cell_classes.png
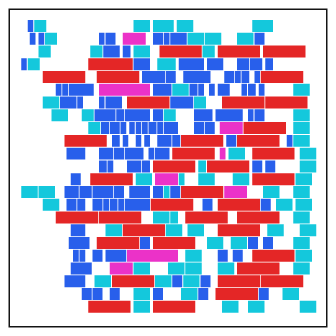
metal_stack.png
Two of the layers only.
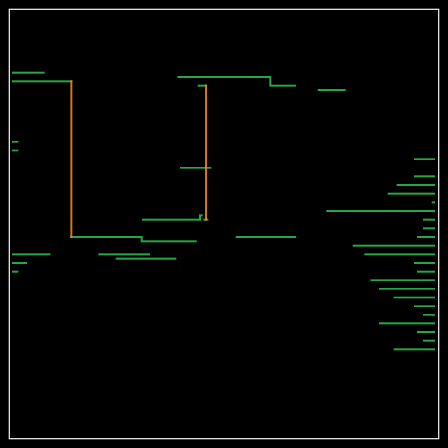
clock_map.png
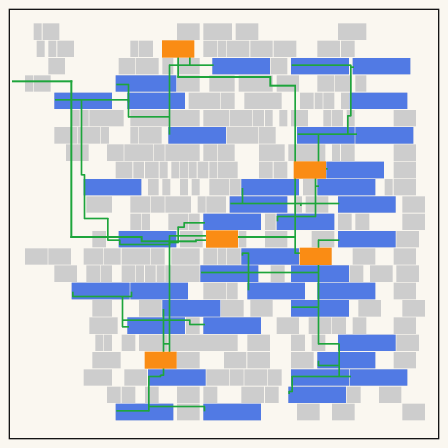
pins.png
Pins as bars across the die edge, other pins in gray.
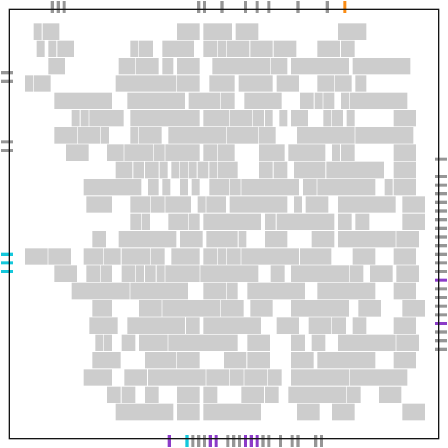
File: config.mk
export PLATFORM = sky130hd
export DESIGN_NAME = sng_scheduler
export DESIGN_NICKNAME = d
export VERILOG_FILES = /design/src/rtl/sng_scheduler.sv
export SDC_FILE = /design/constraint.sdc
export NUM_CORES = 1
export LEC_CHECK = 0
export CORE_MARGIN = 2
export CORE_UTILIZATION = 45
export CTS_CLUSTER_SIZE = 10
export DETAILED_ROUTE_END_ITERATION = 6
export GPL_TIMING_DRIVEN = 0
export PLACE_DENSITY = 0.88
export RECOVER_POWER = 50
export SLEW_MARGIN = 0
export SYNTH_ARGS = -nofsm -noshare
export SYNTH_HDL_FRONTEND = slang
export SYNTH_SLANG_ARGS = --single-unit
File: constraint.sdc
create_clock -name clk -period 1.9 [get_ports clk]
set_input_delay 0.38 -clock clk [delete_from_list [all_inputs] [get_ports clk]]
set_output_delay 0.38 -clock clk [all_outputs]
set_load 0.02 [all_outputs]
File: src/rtl/sng_scheduler.sv
// Stochastic-number-generation window scheduler: seeds the shared LFSR, waits for it to settle,
// then hands LFSR random pairs to requesting lanes with rotating priority. Optional macro: SNG_SCHED_PAIR_EN.
module sng_scheduler #(
    parameter int unsigned NREQ       = 4,
    parameter int unsigned STREAM_LEN = 256,
    parameter int unsigned CNT_W      = 9,
    parameter int unsigned WARM_CYC   = 2
) (
    input  logic             clk,
    input  logic             rst,
    input  logic             start,
    input  logic             abort,
    input  logic [NREQ-1:0]  req,
    input  logic [7:0]       lfsr_n1,
    input  logic [7:0]       lfsr_n2,
    output logic             lfsr_seed_set,
    output logic [NREQ-1:0]  grant_a,
    output logic [NREQ-1:0]  grant_b,
    output logic [7:0]       rnd_a,
    output logic [7:0]       rnd_b,
    output logic             rnd_valid,
    output logic             busy,
    output logic             done,
    output logic [CNT_W-1:0] gen_cnt
);
    localparam int unsigned PTR_W  = (NREQ > 1) ? $clog2(NREQ) : 1;
    localparam int unsigned WARM_W = $clog2(WARM_CYC);

    typedef enum logic [2:0] {
        ST_IDLE = 3'd0,
        ST_SEED = 3'd1,
        ST_WARM = 3'd2,
        ST_RUN  = 3'd3,
        ST_DONE = 3'd4
    } state_t;

    function automatic logic [PTR_W-1:0] wrap_idx(input logic [PTR_W-1:0] base, input int unsigned off);
        int unsigned sum;
        sum = 32'(base) + off;
        if (sum >= NREQ) begin
            sum = sum - NREQ;
        end else begin
            sum = sum;
        end
        return sum[PTR_W-1:0];
    endfunction

    function automatic logic [NREQ-1:0] onehot(input logic [PTR_W-1:0] idx);
        logic [NREQ-1:0] v;
        v      = '0;
        v[idx] = 1'b1;
        return v;
    endfunction

    state_t            state_r, state_s;
    logic [WARM_W-1:0] warm_r, warm_s;
    logic [PTR_W-1:0]  ptr_r, ptr_s;
    logic [CNT_W-1:0]  gen_cnt_r, gen_cnt_s;
    logic              seed_r, seed_s;
    logic [NREQ-1:0]   grant_a_r, grant_a_s;
    logic [NREQ-1:0]   grant_b_r, grant_b_s;
    logic [7:0]        rnd_a_r, rnd_a_s, rnd_b_r, rnd_b_s;
    logic              valid_r, valid_s;
    logic              busy_r, busy_s;
    logic              done_r, done_s;
    logic              found_a_s, found_b_s, use_b_s;
    logic [PTR_W-1:0]  win_a_s, win_b_s;

    // Rotating-priority search: primary winner from the pointer, secondary from just past it
    always_comb begin
        found_a_s = 1'b0;
        win_a_s   = '0;
        found_b_s = 1'b0;
        win_b_s   = '0;
        for (int unsigned i = 0; i < NREQ; i++) begin
            if (!found_a_s && req[wrap_idx(ptr_r, i)]) begin
                found_a_s = 1'b1;
                win_a_s   = wrap_idx(ptr_r, i);
            end else begin
                found_a_s = found_a_s;
            end
        end
`ifdef SNG_SCHED_PAIR_EN
        for (int unsigned j = 1; j < NREQ; j++) begin
            if (found_a_s && !found_b_s && req[wrap_idx(win_a_s, j)]) begin
                found_b_s = 1'b1;
                win_b_s   = wrap_idx(win_a_s, j);
            end else begin
                found_b_s = found_b_s;
            end
        end
`endif
        // The final number of a window can only go to one lane
        use_b_s = found_b_s && (gen_cnt_r != CNT_W'(STREAM_LEN - 1));
    end

    // Next-state and next-output logic; every output below is registered
    always_comb begin
        state_s   = state_r;
        warm_s    = warm_r;
        ptr_s     = ptr_r;
        gen_cnt_s = gen_cnt_r;
        grant_a_s = '0;
        grant_b_s = '0;
        rnd_a_s   = 8'd0;
        rnd_b_s   = 8'd0;
        valid_s   = 1'b0;
        case (state_r)
            ST_IDLE: begin
                if (start) begin
                    state_s   = ST_SEED;
                    gen_cnt_s = '0;
                end else begin
                    state_s = ST_IDLE;
                end
            end
            ST_SEED: begin
                if (abort) begin
                    state_s = ST_IDLE;
                end else begin
                    state_s = ST_WARM;
                    warm_s  = '0;
                end
            end
            ST_WARM: begin
                if (abort) begin
                    state_s = ST_IDLE;
                    warm_s  = '0;
                end else if (warm_r == WARM_W'(WARM_CYC - 1)) begin
                    state_s = ST_RUN;
                    warm_s  = '0;
                end else begin
                    warm_s = warm_r + WARM_W'(1);
                end
            end
            ST_RUN: begin
                if (abort) begin
                    state_s = ST_IDLE;
                end else if (gen_cnt_r == CNT_W'(STREAM_LEN)) begin
                    state_s = ST_DONE;
                end else if (found_a_s) begin
                    grant_a_s = onehot(win_a_s);
                    rnd_a_s   = lfsr_n1;
                    valid_s   = 1'b1;
`ifdef SNG_SCHED_PAIR_EN
                    if (use_b_s) begin
                        grant_b_s = onehot(win_b_s);
                        rnd_b_s   = lfsr_n2;
                        ptr_s     = wrap_idx(win_b_s, 1);
                        gen_cnt_s = gen_cnt_r + CNT_W'(2);
                    end else begin
                        ptr_s     = wrap_idx(win_a_s, 1);
                        gen_cnt_s = gen_cnt_r + CNT_W'(1);
                    end
`else
                    rnd_b_s   = lfsr_n2;
                    ptr_s     = wrap_idx(win_a_s, 1);
                    gen_cnt_s = gen_cnt_r + CNT_W'(1);
`endif
                end else begin
                    state_s = ST_RUN;
                end
            end
            ST_DONE: begin
                state_s = ST_IDLE;
            end
            default: begin
                state_s = ST_IDLE;
            end
        endcase
        seed_s = (state_s == ST_SEED);
        busy_s = (state_s != ST_IDLE);
        done_s = (state_s == ST_DONE);
    end

    // State and output registers
    always_ff @(posedge clk or posedge rst) begin
        if (rst) begin
            state_r   <= ST_IDLE;
            warm_r    <= '0;
            ptr_r     <= '0;
            gen_cnt_r <= '0;
            seed_r    <= 1'b0;
            grant_a_r <= '0;
            grant_b_r <= '0;
            rnd_a_r   <= 8'd0;
            rnd_b_r   <= 8'd0;
            valid_r   <= 1'b0;
            busy_r    <= 1'b0;
            done_r    <= 1'b0;
        end else begin
            state_r   <= state_s;
            warm_r    <= warm_s;
            ptr_r     <= ptr_s;
            gen_cnt_r <= gen_cnt_s;
            seed_r    <= seed_s;
            grant_a_r <= grant_a_s;
            grant_b_r <= grant_b_s;
            rnd_a_r   <= rnd_a_s;
            rnd_b_r   <= rnd_b_s;
            valid_r   <= valid_s;
            busy_r    <= busy_s;
            done_r    <= done_s;
        end
    end

    assign lfsr_seed_set = seed_r;
    assign grant_a       = grant_a_r;
`ifdef SNG_SCHED_PAIR_EN
    assign grant_b       = grant_b_r;
`else
    assign grant_b       = grant_b_r & '0;
`endif
    assign rnd_a         = rnd_a_r;
    assign rnd_b         = rnd_b_r;
    assign rnd_valid     = valid_r;
    assign busy          = busy_r;
    assign done          = done_r;
    assign gen_cnt       = gen_cnt_r;

endmodule
==> metrics.cfg <==
[yosys]
ys.flops=39
top_area_cell=dfrtp_1
adder_share=0.0416
ys_area_sq_um=1800
ys_warn_count=0
synth.most_common_cell=dfrtp_1
netlist.area_leader.share=0.541
synthTopCellsByArea=dfrtp_1 54%, and3_1 8.0%, ha_1 4.2%
edf_count=0
netlist_area_sq_um=1800
syn_inst=163
flop_cell=dfrtp_1
common_cells=39 x dfrtp_1, 23 x and3_1, 10 x nor2_1, 9 x nand2_1, 8 x inv_1
simple_gate_share=0.237
top_logic_kind=simple AND/OR/NAND/NOR gates
ys_seq_frac=0.541
ys_sh_mux=0.0423
synthAoiAreaFrac=0.0902

[critical_path]
criticalPathCategory=reg2reg
critPathMaxFanout=5
reg2reg_depth=6
r2r-start=gen_cnt[0]
crit_path_end_kind=flip-flop
crit_arrival_ns=2.09
worstPathRequired_ns=2.08

[clocking]
cts_root_buf=clkbuf_8
cts_buffers=5
cts_tree=built
cts_hold_buf=0
cts_sinks=39

[sta]
period_minus_slack_ns=1.92
finalHoldViolations=0
setup-violations-final=1
drv_slew=0
tightest_slew_ns=0.793
layout_setup_ws_ns=-0.0165
slew_headroom=0.471

[power]
switching_share=0.257
irDropWorstVdd_v=0.000337
finalPower_uw=2230
p_seq_uw=957
comb_power_share=0.211
cellPowerDensity_nw_per_um2=839
p_leak_uw=0.00131
p_switching_uw=574

[global_routing]
grt-ovfl-total=0
grt_start_max_net_pins=40
antenna_found_initial=0

[detailed_routing]
drtIter0Drc=120
dr.pass1.iters=4
post_drt_via_cell_ratio=5.07
drc_errors=0
ant_nets=0

[layout]
area_growth_pct=47.5
clock_area_frac=0.0498
comb_share=0.295
final-seq-area_sq_um=977
fin_area_sq_um=2660
finalNetCount=265
largest_class=registers
fin_cells=286
largest_reg_flops=9
n_all_buffers=71
num-nonclk-inverters=9
final_cell_mix=53 x clkdlybuf4s50_1, 38 x dfrtp_1, 23 x and3_1
drive_above_1_share=0.157
mostFrequentLayoutCell=clkdlybuf4s50_1
logic_gate_count=109
antenna_cells=0

[place]
dpl.hpwl_microns=2860
postPlaceCellArea_sq_um=2440
dpl.cell_count=272

[worst_hold_path]
min_path_type=in2reg
min_path_cells=2
min-delay-start=abort

[status]
violations=negative setup slack
status=complete, but fails checks

[floorplan]
io_pins=61
n_tap_cell=50

[job]
warnings=32

Notes on cell_classes.png above:
- red: flip-flops (cells 39; share of their area 38%)
- blue: all other logic (cells 118; share of their area 32%)
- cyan: other buffers and delay cells (cells 71; share of their area 26%)
- magenta: clock drivers and dummy loads (cells 8; share of their area 5.1%)
Finished Core Util: 0.675
Core ar.: 3940 sq um
sequential share of cell area: 0.367
standard-cell row count: 23

Notes on metal_stack.png above:
- orange: met4 (wire length 45.6 microns)
- green: met3 (wire length 229 microns)
total wire length: 4180 microns
GR Util All Layers: 0.204
Vias: 1449
detailed-route wire length per cell: 14.6 microns

Notes on clock_map.png above:
- green: clock wires (length 455 microns)
- orange: cells driving clock nets (count 5)
- blue: flip-flops (count 39)
- routed clock nets: 6
Clock Power: 804 uW
Clk network pwr share: 0.360
insertion delay at the late pin of the worst-skew pair: 0.29 ns
Setup Skew: 0.00637 ns

Notes on pins.png above:
- orange: abort (pins 1; direction input; edge top)
- cyan: req (pins 4; direction input; edge 3 left, 1 bottom)
- purple: lfsr_n2 (pins 8; direction input; edge 6 bottom, 2 right)
Port Buffers: 56
Die H: 67.3 microns
die width: 67.3 microns

==> layer usage <==
layer  vias up  GRT usage  routed length (microns)
met2        47      0.329                     2150
met1       683      0.250                     1760
met5         -          0                        0
li1        715          -                        -
met3         4     0.0600                      228
met4         0     0.0969                       45
==> repair_timing <==
item,4_1_cts,5_1_grt
endpoints found under the setup margin,23,29
setup buffers,3,4
pin swaps,1,5
resized,4,8
==> final timing paths <==
path / endpoint / slack [ns]
max: ptr_r[1] / -0.02
min: state_r[1] / 0.40
max reg2reg: ptr_r[1] / -0.02
min reg2reg: warm_r / 0.51
max in group asynchronous: gen_cnt[3] / 0.66
min in group asynchronous: gen_cnt[7] / 0.69
No activity file was given, so power comes from the tool's default toggle rates.
